--- src/rtl/reg_file_bank_if.sv ---
// reg_file_bank_if
//   Read/write bus between the system controller and the register file.
//   Parameters: WIDTH (data width), ADDR_W (address width).
//   Signals:
//     Wr_En, Rd_En   controller -> bank  write / read strobes (level-sampled)
//     Address        controller -> bank  register index
//     Wr_Data        controller -> bank  write data
//     Rd_Data        bank -> controller  registered read data
//     Rd_Data_Valid  bank -> controller  strobe, the cycle after an accepted read
//   Modports: master = controller side, slave = register-file side.
interface reg_file_bank_if #(
  parameter int unsigned WIDTH  = 8,
  parameter int unsigned ADDR_W = 4
);
  logic              Wr_En;
  logic              Rd_En;
  logic [ADDR_W-1:0] Address;
  logic [WIDTH-1:0]  Wr_Data;
  logic [WIDTH-1:0]  Rd_Data;
  logic              Rd_Data_Valid;

  modport master (
    output Wr_En, Rd_En, Address, Wr_Data,
    input  Rd_Data, Rd_Data_Valid
  );

  modport slave (
    input  Wr_En, Rd_En, Address, Wr_Data,
    output Rd_Data, Rd_Data_Valid
  );
endinterface

--- src/rtl/reg_file_bank.sv ---
// reg_file_bank
//   DEPTH x WIDTH flop-based register file sitting behind the system
//   controller. Registered reads (1-cycle latency) with a valid strobe;
//   registers 0..3 are exported continuously (ALU A/B, UART config,
//   clock-divider ratio).
// Ports:
//   CLK          system clock, all state on rising edge
//   RST          synchronous reset, active-high
//   bus          reg_file_bank_if.slave (Wr_En, Rd_En, Address, Wr_Data,
//                Rd_Data, Rd_Data_Valid)
//   REG0..REG3   live contents of registers 0..3
//   Cfg_Lock     (RF_CFG_LOCK_EN only) blocks writes to registers 2 and 3
//   Wr_Err       (RF_CFG_LOCK_EN only) one-cycle pulse after a dropped write
// Configuration macro: RF_CFG_LOCK_EN
module reg_file_bank #(
  parameter int unsigned     WIDTH    = 8,
  parameter int unsigned     DEPTH    = 16,
  parameter int unsigned     ADDR_W   = 4,
  parameter logic [WIDTH-1:0] REG2_RST = 8'h81,
  parameter logic [WIDTH-1:0] REG3_RST = 8'h20
) (
  input  logic             CLK,
  input  logic             RST,
  reg_file_bank_if.slave   bus,
`ifdef RF_CFG_LOCK_EN
  input  logic             Cfg_Lock,
  output logic             Wr_Err,
`endif
  output logic [WIDTH-1:0] REG0,
  output logic [WIDTH-1:0] REG1,
  output logic [WIDTH-1:0] REG2,
  output logic [WIDTH-1:0] REG3
);

  logic [WIDTH-1:0] mem [DEPTH];
  logic [WIDTH-1:0] rd_data;
  logic             rd_valid;
  logic             in_range;
  logic             rd_accept;
  logic             wr_accept;
  logic [WIDTH-1:0] reg_out [4];

  // When DEPTH covers the whole address space the range check is constant.
  generate
    if (DEPTH >= (32'd1 << ADDR_W)) begin : g_full_range
      assign in_range = 1'b1;
    end else begin : g_part_range
      assign in_range = (32'(bus.Address) < DEPTH);
    end
  endgenerate

  // A collision keeps the write and drops the read.
  assign rd_accept = bus.Rd_En & ~bus.Wr_En;

`ifdef RF_CFG_LOCK_EN
  logic locked;
  logic wr_drop;

  assign locked    = Cfg_Lock &&
                     ((32'(bus.Address) == 32'd2) || (32'(bus.Address) == 32'd3));
  assign wr_drop   = bus.Wr_En & (~in_range | locked);
  assign wr_accept = bus.Wr_En & in_range & ~locked;

  always_ff @(posedge CLK) begin
    if (RST) Wr_Err <= 1'b0;
    else     Wr_Err <= wr_drop;
  end
`else
  assign wr_accept = bus.Wr_En & in_range;
`endif

  always_ff @(posedge CLK) begin
    if (RST) begin
      for (int unsigned i = 0; i < DEPTH; i++) begin
        mem[i] <= (i == 2) ? REG2_RST : (i == 3) ? REG3_RST : '0;
      end
    end else if (wr_accept) begin
      mem[bus.Address] <= bus.Wr_Data;
    end
  end

  // Rd_Data holds between reads; out-of-range reads return zero but still
  // raise the valid strobe so the controller is never left waiting.
  always_ff @(posedge CLK) begin
    if (RST) begin
      rd_data  <= '0;
      rd_valid <= 1'b0;
    end else begin
      rd_valid <= rd_accept;
      if (rd_accept) rd_data <= in_range ? mem[bus.Address] : '0;
    end
  end

  assign bus.Rd_Data       = rd_data;
  assign bus.Rd_Data_Valid = rd_valid;

  generate
    for (genvar g = 0; g < 4; g++) begin : g_export
      if (g < DEPTH) begin : g_live
        assign reg_out[g] = mem[g];
      end else begin : g_absent
        assign reg_out[g] = '0;
      end
    end
  endgenerate

  assign REG0 = reg_out[0];
  assign REG1 = reg_out[1];
  assign REG2 = reg_out[2];
  assign REG3 = reg_out[3];

endmodule

--- src/flat_wrapper.sv ---
// flat-port wrapper written by rule: the top's interface ports become plain ports
module reg_file_bank_flat 
#(
  parameter int unsigned     WIDTH    = 8,
  parameter int unsigned     DEPTH    = 16,
  parameter int unsigned     ADDR_W   = 4,
  parameter logic [WIDTH-1:0] REG2_RST = 8'h81,
  parameter logic [WIDTH-1:0] REG3_RST = 8'h20
)
  (CLK, RST, REG0, REG1, REG2, REG3, bus_Wr_En, bus_Rd_En, bus_Address, bus_Wr_Data, bus_Rd_Data, bus_Rd_Data_Valid);
  reg_file_bank_if #(.WIDTH(WIDTH), .ADDR_W(ADDR_W)) bus_i ();
  input  logic CLK;
  input  logic RST;
  output logic [WIDTH-1:0] REG0;
  output logic [WIDTH-1:0] REG1;
  output logic [WIDTH-1:0] REG2;
  output logic [WIDTH-1:0] REG3;
  input wire logic [$bits(bus_i.Wr_En)-1:0] bus_Wr_En;
  input wire logic [$bits(bus_i.Rd_En)-1:0] bus_Rd_En;
  input wire logic [$bits(bus_i.Address)-1:0] bus_Address;
  input wire logic [$bits(bus_i.Wr_Data)-1:0] bus_Wr_Data;
  output wire logic [$bits(bus_i.Rd_Data)-1:0] bus_Rd_Data;
  output wire logic [$bits(bus_i.Rd_Data_Valid)-1:0] bus_Rd_Data_Valid;
  assign bus_i.Wr_En = bus_Wr_En;
  assign bus_i.Rd_En = bus_Rd_En;
  assign bus_i.Address = bus_Address;
  assign bus_i.Wr_Data = bus_Wr_Data;
  assign bus_Rd_Data = bus_i.Rd_Data;
  assign bus_Rd_Data_Valid = bus_i.Rd_Data_Valid;
  reg_file_bank #(.WIDTH(WIDTH), .DEPTH(DEPTH), .ADDR_W(ADDR_W), .REG2_RST(REG2_RST), .REG3_RST(REG3_RST)) u_core (.CLK(CLK), .RST(RST), .bus(bus_i), .REG0(REG0), .REG1(REG1), .REG2(REG2), .REG3(REG3));
endmodule
--- config.mk ---
export PLATFORM = sky130hd
export DESIGN_NAME = reg_file_bank_flat
export DESIGN_NICKNAME = d
export VERILOG_FILES = /design/src/rtl/reg_file_bank_if.sv /design/src/rtl/reg_file_bank.sv /design/src/flat_wrapper.sv
export SDC_FILE = /design/constraint.sdc
export NUM_CORES = 1
export LEC_CHECK = 0
export CORE_MARGIN = 5
export CORE_UTILIZATION = 40
export DETAILED_ROUTE_END_ITERATION = 8
export SYNTH_ARGS = -nofsm -noshare
export SYNTH_HDL_FRONTEND = slang
export SYNTH_SLANG_ARGS = --single-unit
--- constraint.sdc ---
create_clock -name CLK -period 1.75 [get_ports CLK]
set_input_delay 0.2625 -clock CLK [delete_from_list [all_inputs] [get_ports CLK]]
set_output_delay 0.2625 -clock CLK [all_outputs]
set_load 0.02 [all_outputs]
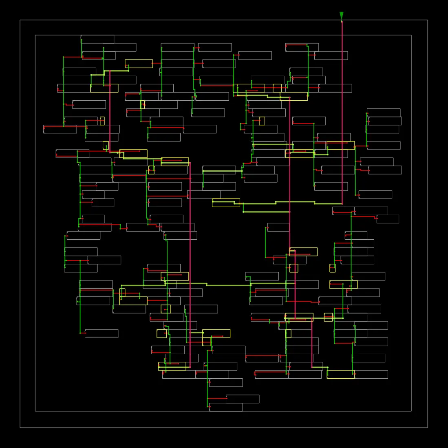
Fig. 1. Clock nets (run 1).
clk_skew: 0.00935 ns
Sink Count: 137
Late-Pin Clk Latency: 0.43 ns
CTS Buf Count: 17
Power Clock: 3.13 mW

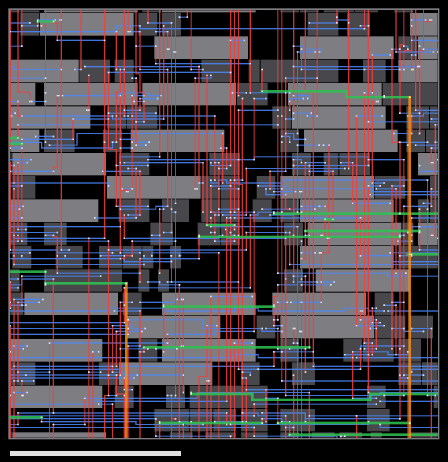
Fig. 2. A small window of the routed layout (run 1).
Bar = 20 um. Window x 43 to 93, y 70 to 120 um. Cells in grey, sequential cells in the stronger grey; small squares are vias.
Key: orange = met4; green = met3; blue = met1; red = met2
Most frequent: edfxtp_1 (28), and2_1 (24), buf_4 (14). 113 logic cells have their middle in the window. Netlist names of flops here include u_core.mem (28). Sequential cells in the window: 28.

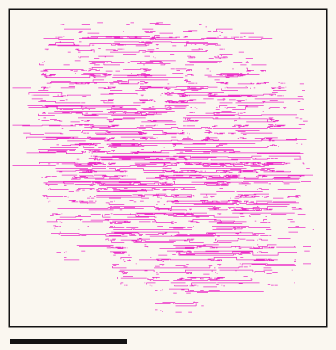
Fig. 3. Signal wires on met1 (run 1).
Bar = 50 um.
The wires run mostly horizontal. The longest straight run is 47.4 um. The layer holds 45% of the routed length. The layer carries 7490 um of wire. 541 nets have wire on it.

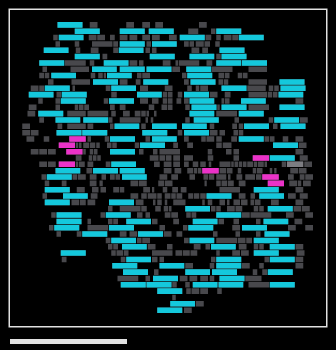
Fig. 4. Register map, names as in the netlist (run 1).
Bar = 50 um. Other sequential cells in the stronger grey, the rest of the logic in the fainter grey.
Key: cyan = u_core.mem [sequential cells 128, where all over the die]; magenta = u_core.bus.Rd_Data [sequential cells 8]

==> Slide: Implementation Results, run 1 <==
Run Summary

Status
  • Status: finished clean

Finish
  • Non-clk invs: 1
  • Buffer share of cell area: 12.8%
  • Filler cells: 1374
  • Layout clock area frac: 6.43%
  • Multi-input gates: 289
  • Layout cells sized above 1: 21.9%
  • Post-Layout Cell Count: 793
  • Logic area: 2150 um^2
  • Final #Nets: 579
  • Clock buf count: 19
  • Max reg flops: 128
  • Buffers excl. clock: 117
  • Register area: 4020 um^2
  • Post-route cell area: 7990 um^2
  • Most numerous logic cell after layout: edfxtp_1
  • Top class by area: sequential cells
  • Most flop-heavy register: u_core.mem
  • Flip-flops: 137
  • Most numerous logic cells after layout: edfxtp_1, and2_1, buf_4, clkdlybuf4s50_1, mux2i_1

CTS
  • Quantity of hold-fixing buffers added after cts: 0
  • TritonCTS clock tree: yes
  • Clk buf depth: 2
  • Root Driver: clkbuf_16
  • Post-CTS sizing: 1
  • Htree depth: 4
  • Setup bufs post-CTS: 0

Yosys
  • Synth async-reset ratio: 0%
  • Yosys reg bits: 137
  • Yosys synthesis chip area: 6310 um^2
  • EDFF count, synth: 128
  • Register share after synthesis: 63.8%
  • Synth warn: 0
  • Area leader share: 60.9%
  • Syn_nets: 470
  • Top post-synthesis cells by count: edfxtp_1, and2_1, mux2i_1
  • Synthesized area: 6310 um^2
  • Simple-Gate Fraction of Synth Area: 18.0%
  • Yosys adder share: 0%
  • Top cells, area: edfxtp_1, and2_1, mux2i_1
  • Xor/xnor share: 0%
  • Area leader, netlist: edfxtp_1
  • Post-synthesis cell type count: 31
  • Cells in synth_stat.txt: 454

Detailed routing
  • WL/cell: 21.1 um
  • Detailed-route via count: 4056
  • 1st-iter DRT viols: 466
  • M1 WL: 7490 um
  • Final wirelength: 16700 um
  • Vias per Instance: 5.11

Critical path
  • Cell Chain, Critical Path: clkdlybuf4s50_1
  • Worst path bufs/invs: 1
  • CP Data Arrival Time: 1.45 ns
  • CP startpoint kind: flop
  • Critical Path Fanout Max: 2
  • Critical Path End Type: output port
  • Crit path DRT: 1.49 ns
  • Crit path max-delay family: buffers and inverters
  • Slowest stage delay, CP: 0.63 ns
  • Critical-path top delay cell: clkdlybuf4s50_1
  • Reg2reg setup slack: 0.38 ns

Power and ir drop
  • Clock power share: 40.1%
  • P_seq: 3.85 mW
  • Max VDD drop: 698 uV
  • LEAKAGE: 2.99 nW
  • Switching share of power: 24.3%
  • PwrDens: 977 nW/um^2
  • Logic pwr share: 10.6%
  • Seq pwr share: 49.3%
  • Combinational power: 0.827 mW
  • Biggest consumer: sequential cells

Final timing
  • Final setup vio count: 0
  • Fin. max-slew vios: 0
  • Final hold viol count: 0
  • Worst Tran Pin Value: 0.368 ns
  • Final worst slack: 0.0371 ns
  • Final critical-path required period: 1.71 ns
  • Setup_tns: 0 ns

Place
  • Placement Cell Area: 7440 um^2
  • Final Wtd Congestion: 0.871

Global routing
  • Total gr overflow: 0
  • Overall routing resource usage: 19.2%
  • Met3 usage: 5.01%
  • Met2 track demand over resource: 30.0%
  • Vias in the first global route: 4204
  • Pin count of the biggest net entering global routing: 21
  • Antenna violations before repair: 1

Run
  • Max-cap viol count: 0
  • Log Warnings: 26

Hold path
  • Hold Path Class: in2reg

Die
  • Core area: 15700 um^2
  • Die height: 136 um
  • Die width: 136 um
  • Starting density of the core: 40.3%
## run 1: stage by stage
| stage | utilization [%] | hold WS (ns) |
|---|---|---|
| after floorplan | - | 0.442 |
| after global placement | 47.5 | 0.508 |
| after detailed placement | 47.5 | 0.508 |
| after CTS | 50.8 | 0.515 |
| after global routing | 51.1 | 0.510 |
| final | 51.1 | 0.499 |
## run 1: path summary, 6_finish.rpt
path                               from                    end  depth (start not counted)
setup / recovery       u_core.mem[1][6]                REG1[6]                          1
hold / removal           bus_Address[2]  u_core.bus.Rd_Data[1]                          6
setup reg to reg       u_core.mem[2][3]  u_core.bus.Rd_Data[3]                          5
hold reg to reg   u_core.bus.Rd_Data[2]  u_core.bus.Rd_Data[2]                          2
Fig. 5: run 1, I/O pins on the die edge
Bar = 50 um. Pins as bars across the die edge, other pins in grey.
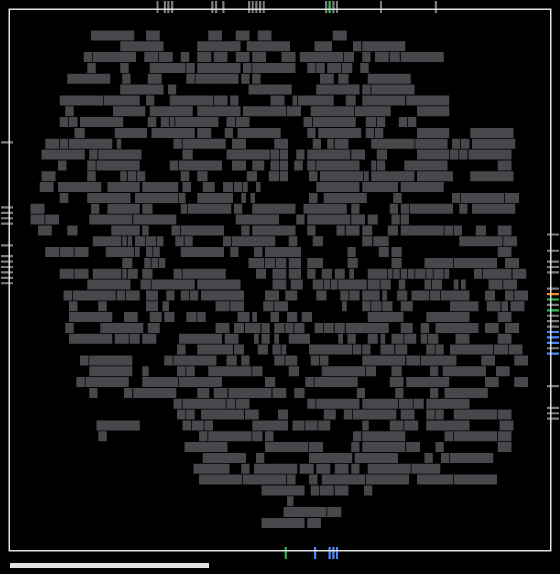

==> run 2: changes to the inputs <==
--- a/config.mk
+++ b/config.mk
@@ -6,8 +6,10 @@
 export NUM_CORES = 1
 export LEC_CHECK = 0
 export CORE_MARGIN = 5
-export CORE_UTILIZATION = 40
+export CORE_UTILIZATION = 52
 export DETAILED_ROUTE_END_ITERATION = 8
+export GPL_TIMING_DRIVEN = 0
+export PLACE_DENSITY = 0.76
 export SYNTH_ARGS = -nofsm -noshare
 export SYNTH_HDL_FRONTEND = slang
 export SYNTH_SLANG_ARGS = --single-unit
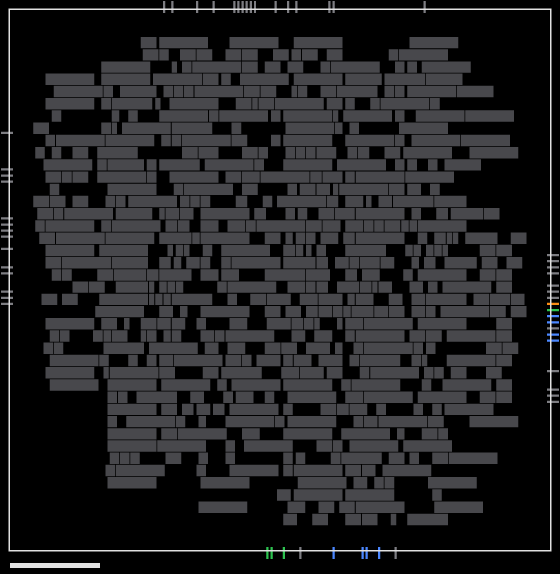
Fig. 6. I/O pins on the die edge (run 2).
Bar = 20 um. Pins as bars across the die edge, other pins in grey.
Key: blue = REG2 [pins 8, direction output, edge 4 bottom, 4 right]; orange = bus_Wr_En [pins 1, direction input, edge right]; green = bus_Address [pins 4, direction input, edge 3 bottom, 1 right]

==> run 2 against run 1 <==
Net effect:
- hold slack got worse by 0.18 ns
- critical path type unchanged
- sequential cell count unchanged
- highest routed layer unchanged
- critical endpoint unchanged
- synthesized cell count unchanged
- count of clock-buffer cells in the layout unchanged
- global-route usage increased by 5.0 points
- clock skew decreased by 0.0034 ns
- largest power group unchanged
==> Slide: Implementation Results, run 2 <==
Run Summary

Critical path
  • Slowest stage delay, CP: 0.63 ns (about the same)
  • Worst R2R End: u_core.bus.Rd_Data[3]
  • Crit path max-delay family: buffers and inverters
  • Critical-path top delay cell: clkdlybuf4s50_1
  • WP depth: 1 (unchanged)
  • Cell Chain, Critical Path: clkdlybuf4s50_1
  • Worst r2r src: u_core.mem[2][3]
  • Crit path DRT: 1.49 ns (about the same)
  • Critical Path End Type: output port
  • CP Data Arrival Time: 1.43 ns (-0.02 ns)
  • Reg2reg setup slack: 0.42 ns (+0.04 ns)
  • Worst r2r path cells: 4 (-1)
  • CP startpoint kind: flop
  • Critical path endpoint: REG1[6]
  • Worst path bufs/invs: 1 (unchanged)
  • Critical Path Fanout Max: 2 (unchanged)
  • CP Launch Point: u_core.mem[1][6]

Finish
  • Top class by area: sequential cells
  • Layout cells sized above 1: 20.2% (-1.7 points)
  • Most numerous logic cells after layout: edfxtp_1, and2_1, clkdlybuf4s50_1, mux2i_1, clkbuf_16
  • Buffers excl. clock: 91 (-22%)
  • Area growth from synthesis to layout: 25.6%
  • Flip-flops: 137 (unchanged)
  • Filler cells: 844 (-39%)
  • Final core utilization: 66.2% (+15 points)
  • Post-route cell area: 7920 um^2 (-0.86%)
  • Buffer share of cell area: 10.1% (-2.7 points)
  • Layout clock area frac: 7.14% (+0.70 points)
  • Most numerous logic cell after layout: edfxtp_1
  • Final #Nets: 553 (-4.5%)
  • Register area: 4020 um^2 (unchanged)
  • Logic area: 2340 um^2 (+9.0%)
  • Post-Layout Cell Count: 696 (-12%)
  • Most flop-heavy register: u_core.mem
  • Non-clk invs: 1 (unchanged)
  • Ant. Diodes: 0
  • Max reg flops: 128 (unchanged)
  • Multi-input gates: 289 (unchanged)

Yosys
  • EDFF count, synth: 128 (unchanged)
  • Register share after synthesis: 63.8% (unchanged)
  • Synthesized area: 6310 um^2 (unchanged)
  • Yosys synthesis chip area: 6310 um^2 (unchanged)
  • Area leader, netlist: edfxtp_1
  • Top cells, area: edfxtp_1, and2_1, mux2i_1
  • Count leader, synth: edfxtp_1
  • Post-synthesis cell type count: 31 (unchanged)
  • Top post-synthesis cells by count: edfxtp_1, and2_1, mux2i_1
  • Synth warn: 0 (unchanged)
  • Syn_nets: 470 (unchanged)
  • Cells in synth_stat.txt: 454 (unchanged)
  • Yosys reg bits: 137 (unchanged)
  • Synth async-reset ratio: 0% (unchanged)
  • Area leader share: 60.9% (unchanged)

Detailed routing
  • Top Layer Used: met4
  • 1st-iter DRT viols: 409 (-12%)
  • DR DRC count: 0
  • Final wirelength: 16800 um (+0.36%)
  • Met2 WL: 8010 um
  • M1 WL: 6820 um (-8.9%)
  • Met3 routed WL: 1470 um
  • Detailed-route via count: 4199 (+3.5%)
  • Vias per Instance: 6.03 (+18%)
  • WL/cell: 24.1 um (+14%)

Die
  • Row cnt: 40
  • Die width: 120 um (-11%)
  • Starting density of the core: 52.7% (+12 points)
  • Core area: 12000 um^2 (-24%)
  • Die height: 120 um (-11%)
  • Die area: 14400 um^2

CTS
  • Sink Count: 137 (unchanged)
  • Root Driver: clkbuf_16
  • Htree depth: 4 (unchanged)
  • Clock transition at the registers of the reported paths: 0.06 ns
  • TritonCTS clock tree: yes
  • Clk buf depth: 2 (unchanged)
  • CTS Buf Count: 17 (unchanged)

Place
  • Placement Cell Area: 7040 um^2 (-5.3%)
  • Final Wtd Congestion: 0.889 (+2.2%)

Power and ir drop
  • Tot Pwr: 8.16 mW
  • Max VDD drop: 551 uV (-21%)
  • Logic pwr share: 10.2% (-0.4 points)
  • Internal power: 6.30 mW
  • Switching share of power: 22.8% (-1.5 points)
  • Seq pwr share: 47.1% (-2.2 points)
  • PwrDens: 1030 nW/um^2 (+5.5%)
  • LEAKAGE: 2.89 nW (-3.5%)
  • Clock power share: 42.7% (+2.6 points)
  • Sw Pwr: 1.86 mW

Global routing
  • Overall routing resource usage: 24.1% (+5.0 points)
  • Global-route wire length before repair: 24900 um
  • Antenna violations before repair: 0 (-1)
  • Met2 track demand over resource: 38.1% (+8.1 points)
  • Busiest grt layer: met2
  • Pin count of the biggest net entering global routing: 17 (-19%)
  • Met3 usage: 6.36% (+1.3 points)
  • Total gr overflow: 0 (unchanged)
  • Vias in the first global route: 4222 (+0.43%)

Final timing
  • Relative slew slack: 56.3%
  • Final setup vio count: 0 (unchanged)
  • Final hold viol count: 0 (unchanged)
  • Worst Tran Pin Value: 0.655 ns (+0.287 ns)
  • Final worst slack: 0.0578 ns (+0.0207 ns)
  • Fin. max-slew vios: 0 (unchanged)
  • Setup_tns: 0 ns (unchanged)
  • Final Hold Slack: 0.319 ns (-0.180 ns)
  • Final critical-path required period: 1.69 ns (-0.0207 ns)

Hold path
  • Hold Path Sink: u_core.bus.Rd_Data_Valid
  • Beginning of the worst hold path: RST
  • Hold Path Class: in2reg
  • Hold path cells: 2 (-4)

Run
  • Max-cap viol count: 0 (unchanged)
  • Log Warnings: 26 (unchanged)

Status
  • Status: finished clean
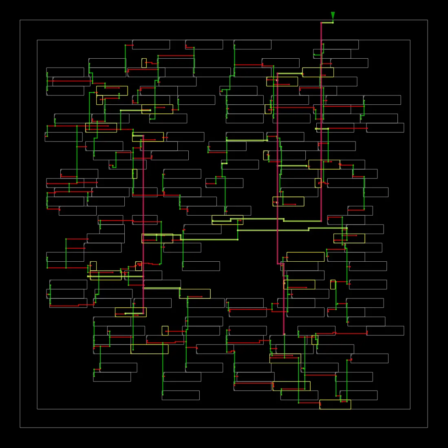
Fig. 7. Clock nets (run 2).
clock buf count: 19
Late-Pin Clk Latency: 0.42 ns
clk_skew: 0.00600 ns

[run 2: power groups by stage]
stage | Sequential (mW) | Combinational [mW] | Clock [mW]
finish | 3.84 | 0.835 | 3.48
global route | 3.86 | 0.874 | 3.64
CTS | 3.84 | 0.823 | 3.48
detailed placement | 3.91 | 0.761 | 0
global placement | 3.90 | 0.748 | 0
floorplan | 3.96 | 0.349 | 0
[run 2: cells by family after synthesis]
| family | after synthesis | share of synthesized area [%] |
|---|---|---|
| compound gates | 48 | 5.24 |
| buf+inv | 28 | 2.48 |
| flops | 137 | 63.8 |
| mux | 56 | 10.5 |
| simple gates | 185 | 18.0 |
[run 2: what timing repair did]
action	4_1_cts	5_1_grt
pin swaps	11	3
resized	72	3
hold endpoints to repair	0	0
setup buffers	6	4
hold buffers	0	0
setup endpoints to repair	247	69
Power and IR drop assume default switching activity.
